--- src/rtl/demux_stream_if.sv ---
// Stream bundle for demux_stream: one upstream valid/ready port, N_CH downstream
// valid/ready channels, and the out-of-range select error outputs.
interface demux_stream_if #(
  parameter int unsigned N_CH   = 8,
  parameter int unsigned DATA_W = 1
);
  localparam int unsigned SEL_W = $clog2(N_CH);

  logic                     in_valid;
  logic                     in_ready;
  logic [DATA_W-1:0]        in_data;
  logic [SEL_W-1:0]         in_sel;
  logic                     in_bcast;
  logic [N_CH-1:0]          out_valid;
  logic [N_CH-1:0]          out_ready;
  logic [N_CH*DATA_W-1:0]   out_data;
  logic                     err_sel;
  logic [7:0]               err_cnt;

  modport master (
    output in_valid, in_data, in_sel, in_bcast, out_ready,
    input  in_ready, out_valid, out_data, err_sel, err_cnt
  );

  modport slave (
    input  in_valid, in_data, in_sel, in_bcast, out_ready,
    output in_ready, out_valid, out_data, err_sel, err_cnt
  );
endinterface

--- src/rtl/demux_stream.sv ---
// 1:N_CH stream demultiplexer with a one-entry register per output channel,
// broadcast mode, and detection/counting of out-of-range selects.
module demux_stream #(
  parameter int unsigned N_CH   = 8,
  parameter int unsigned DATA_W = 1
) (
  input logic           clk,
  input logic           rst,
  demux_stream_if.slave bus
);
  localparam int unsigned SEL_W = $clog2(N_CH);

  logic [N_CH-1:0]        valid_q, valid_d;
  logic [N_CH*DATA_W-1:0] data_q, data_d;
  logic [N_CH-1:0]        can_load, sel_hit, load;
  logic                   sel_ok, accept, drop;
  logic                   err_q;
  logic [7:0]             cnt_q, cnt_d;

  // Decoding by equality keeps the range check valid for any N_CH, pow2 or not.
  always_comb begin
    sel_hit = '0;
    for (int k = 0; k < N_CH; k++) begin
      sel_hit[k] = (bus.in_sel == SEL_W'(k));
    end
  end

  assign can_load = ~valid_q | bus.out_ready;
  assign sel_ok   = |sel_hit;

  assign bus.in_ready = bus.in_bcast ? (&can_load)
                      : sel_ok       ? (|(sel_hit & can_load))
                      :                1'b1;

  assign accept = bus.in_valid & bus.in_ready;
  assign drop   = accept & ~bus.in_bcast & ~sel_ok;

  always_comb begin
    load = '0;
    if (accept) begin
      load = bus.in_bcast ? {N_CH{1'b1}} : sel_hit;
    end
  end

  // A draining channel may reload in the same cycle, so load wins over drain.
  always_comb begin
    valid_d = load | (valid_q & ~bus.out_ready);
    data_d  = data_q;
    for (int k = 0; k < N_CH; k++) begin
      if (load[k]) begin
        data_d[k*DATA_W +: DATA_W] = bus.in_data;
      end
    end
  end

  always_comb begin
    cnt_d = cnt_q;
    if (drop && (cnt_q != 8'hFF)) begin
      cnt_d = cnt_q + 8'd1;
    end
  end

  always_ff @(posedge clk or posedge rst) begin
    if (rst) begin
      valid_q <= '0;
      data_q  <= '0;
      err_q   <= 1'b0;
      cnt_q   <= 8'd0;
    end else begin
      valid_q <= valid_d;
      data_q  <= data_d;
      err_q   <= drop;
      cnt_q   <= cnt_d;
    end
  end

  assign bus.out_valid = valid_q;
  assign bus.out_data  = data_q;
  assign bus.err_sel   = err_q;
  assign bus.err_cnt   = cnt_q;
endmodule
--- src/flat_wrapper.sv ---
// flat-port wrapper written by rule: the top's interface ports become plain ports
module demux_stream_flat 
#(
  parameter int unsigned N_CH   = 8,
  parameter int unsigned DATA_W = 1
)
  (clk, rst, bus_in_valid, bus_in_data, bus_in_sel, bus_in_bcast, bus_out_ready, bus_in_ready, bus_out_valid, bus_out_data, bus_err_sel, bus_err_cnt);
  demux_stream_if #(.N_CH(N_CH), .DATA_W(DATA_W)) bus_i ();
  input logic clk;
  input logic rst;
  input wire logic [$bits(bus_i.in_valid)-1:0] bus_in_valid;
  input wire logic [$bits(bus_i.in_data)-1:0] bus_in_data;
  input wire logic [$bits(bus_i.in_sel)-1:0] bus_in_sel;
  input wire logic [$bits(bus_i.in_bcast)-1:0] bus_in_bcast;
  input wire logic [$bits(bus_i.out_ready)-1:0] bus_out_ready;
  output wire logic [$bits(bus_i.in_ready)-1:0] bus_in_ready;
  output wire logic [$bits(bus_i.out_valid)-1:0] bus_out_valid;
  output wire logic [$bits(bus_i.out_data)-1:0] bus_out_data;
  output wire logic [$bits(bus_i.err_sel)-1:0] bus_err_sel;
  output wire logic [$bits(bus_i.err_cnt)-1:0] bus_err_cnt;
  assign bus_i.in_valid = bus_in_valid;
  assign bus_i.in_data = bus_in_data;
  assign bus_i.in_sel = bus_in_sel;
  assign bus_i.in_bcast = bus_in_bcast;
  assign bus_i.out_ready = bus_out_ready;
  assign bus_in_ready = bus_i.in_ready;
  assign bus_out_valid = bus_i.out_valid;
  assign bus_out_data = bus_i.out_data;
  assign bus_err_sel = bus_i.err_sel;
  assign bus_err_cnt = bus_i.err_cnt;
  demux_stream #(.N_CH(N_CH), .DATA_W(DATA_W)) u_core (.clk(clk), .rst(rst), .bus(bus_i));
endmodule
--- config.mk ---
export PLATFORM = sky130hd
export DESIGN_NAME = demux_stream_flat
export DESIGN_NICKNAME = d
export VERILOG_FILES = /design/src/rtl/demux_stream_if.sv /design/src/rtl/demux_stream.sv /design/src/flat_wrapper.sv
export SDC_FILE = /design/constraint.sdc
export NUM_CORES = 1
export LEC_CHECK = 0
export ABC_AREA = 1
export CAP_MARGIN = 10
export CORE_MARGIN = 1.5
export CORE_UTILIZATION = 45
export CTS_BUF_LIST = sky130_fd_sc_hd__clkbuf_2
export CTS_CLUSTER_DIAMETER = 60
export DETAILED_ROUTE_END_ITERATION = 10
export MAX_ROUTING_LAYER = met4
export PLACE_DENSITY = 0.8
export SLEW_MARGIN = 25
export SYNTH_ARGS = -nofsm -noshare
export SYNTH_HDL_FRONTEND = slang
export SYNTH_SLANG_ARGS = --single-unit
--- constraint.sdc ---
create_clock -name clk -period 2.6 [get_ports clk]
set_input_delay 0.52 -clock clk [delete_from_list [all_inputs] [get_ports clk]]
set_output_delay 0.52 -clock clk [all_outputs]
set_load 0.1 [all_outputs]
### Gate families picked out

(8 px per um)
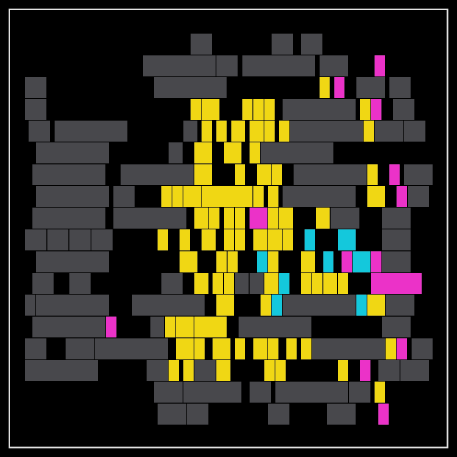
magenta -> inv cells  # cells 13
yellow -> nand cells  # cells 79
cyan -> nor cells  # cells 8
logic share of the area: 27.0%
Non-Filler Instances: 205
Commonest Layout Cell: nand2_1

### The metal 1 layer

(6 px per um) Supply wires on this layer in gray.
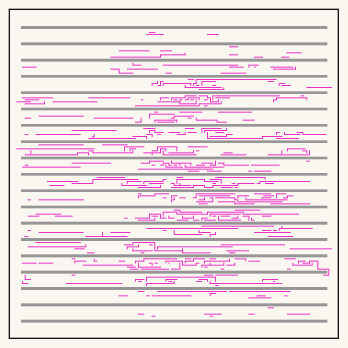
main direction = horizontal
longest straight run = 15.2 um

### Routing congestion

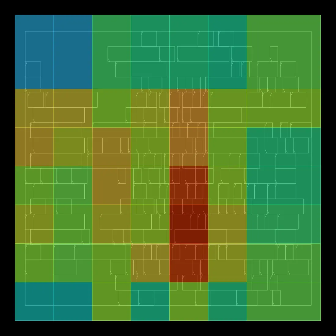
drt wl/cell: 11.8 um
GR Util met2: 29.4%
final core occ: 61.6%
Total GRT Usage: 18.9%

==> Slide: Implementation Results <==
Key Metrics from the Run

Finish
  • #MultiIn Comb: 90
  • Fillers: 242
  • Finished Cell Area: 1540 sq um
  • Signal buf overhead: 24.2%
  • Bufs w/o clock: 43
  • Fin nets: 192
  • Area grow syn2layout: 28.5%
  • Leading cell kind: flip-flops and latches
  • Non-clock inverter count: 13
  • Sequential cell area share: 40.7%
  • Most numerous logic cells after layout: nand2_1 (50), buf_4 (27), dfrtp_1 (25), nand3_1 (15), clkdlybuf4s50_1 (15)

Critical path
  • Critical Path AT: 1950 ps
  • Setup Crit Path Kind: in -> out
  • CP Depth: 10
  • Crit path launch type: input port
  • R2R depth: 9
  • CP max FO: 9
  • Critical Path RT: 2080 ps

Clocking
  • Clk Latency, worst-skew pair: 350 ps
  • Post-cts sizing count: 0
  • CTS tree: yes
  • # clock sinks: 25
  • Clk buf depth: 2
  • Reg clk slew, reported paths: 220 ps
  • H-tree Lvls: 1
  • CTS Root Cell: clkbuf_2
  • CTS buffer count: 3

GRT
  • Met1 Resource Use GR: 26.3%
  • GRT Residual Overflow: 0
  • Vias in the first global route: 906
  • First-pass GRT wire length: 3.94 mm

Synth
  • Warnings from Yosys: 0
  • Syn Nets: 157
  • Number of enable flip-flop cells: 0
  • Simple share: 33.5%
  • MUX share of area: 0%
  • Area reported by Yosys stat: 1200 sq um
  • Cell area leaders: dfrtp_1 (52%), nand2_1 (16%), nand3_1 (6.3%), nand4_1 (4.7%), inv_1 (2.8%)
  • Seq/Total Area, Yosys: 52.2%
  • Area share of fa/ha/maj cells after synthesis: 0%
  • Most used flip-flop cell: dfrtp_1
  • Synth Area per Inst: 8.49 sq um

Routing
  • Met2 routed WL: 1.11 mm
  • Max layer used: met4
  • Final ANT Viol Nets: 0
  • Initial DRC count: 17
  • DR vias: 1012
  • Final WL: 2.42 mm
  • Via density: 4.94
  • DRC: 0

Final timing
  • Clock skew: 12.6 ps
  • Total Neg Setup Slack: 0 ps
  • Fmax: 0.404 GHz
  • Crit path time final: 2470 ps
  • Worst Tran Pin Value: 557 ps

Placement
  • Routability cong.: 0.949
  • DP HPWL: 1.91 mm
  • IO buf count: 41
  • Placed cells: 201

Status
  • Outcome: completed

Flow run
  • Tool Warnings: 26

Pwr
  • Top pwr grp: combinational logic
  • Seq pwr: 480 uW
  • Combinational Power: 754 uW

Die
  • Ports: 42
  • Row count: 18

Worst hold path
  • Worst hold path type: in -> async
### Routed metal, one color a layer

(6 px per um) Only two layers are drawn.
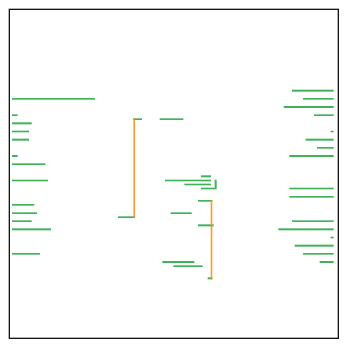
green -> M3  # wire length 176 um
orange -> M4  # wire length 29.2 um

### Close-up of the layout

Window x 12 to 42, y 23 to 53 um. Cells in gray, sequential cells in the stronger gray; small squares are vias.
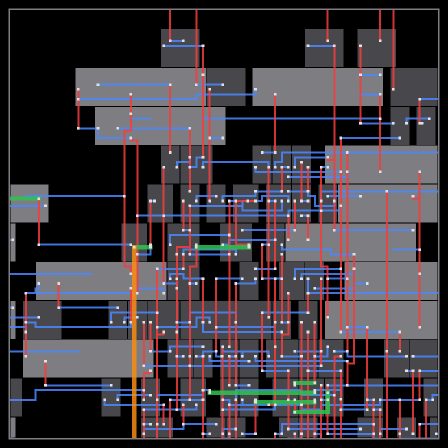
red -> M2
blue -> M1
orange -> M4
green -> M3
most frequent = nand2_1 (28), nand3_1 (10), dfrtp_1 (10)
cells with their middle in the window = 69
sequential cells in the window = 10
netlist names of flops here include = `u_core.bus.out_data` (5), `u_core.bus.out_valid` (5)

No activity file was given, so power comes from the tool's default toggle rates.
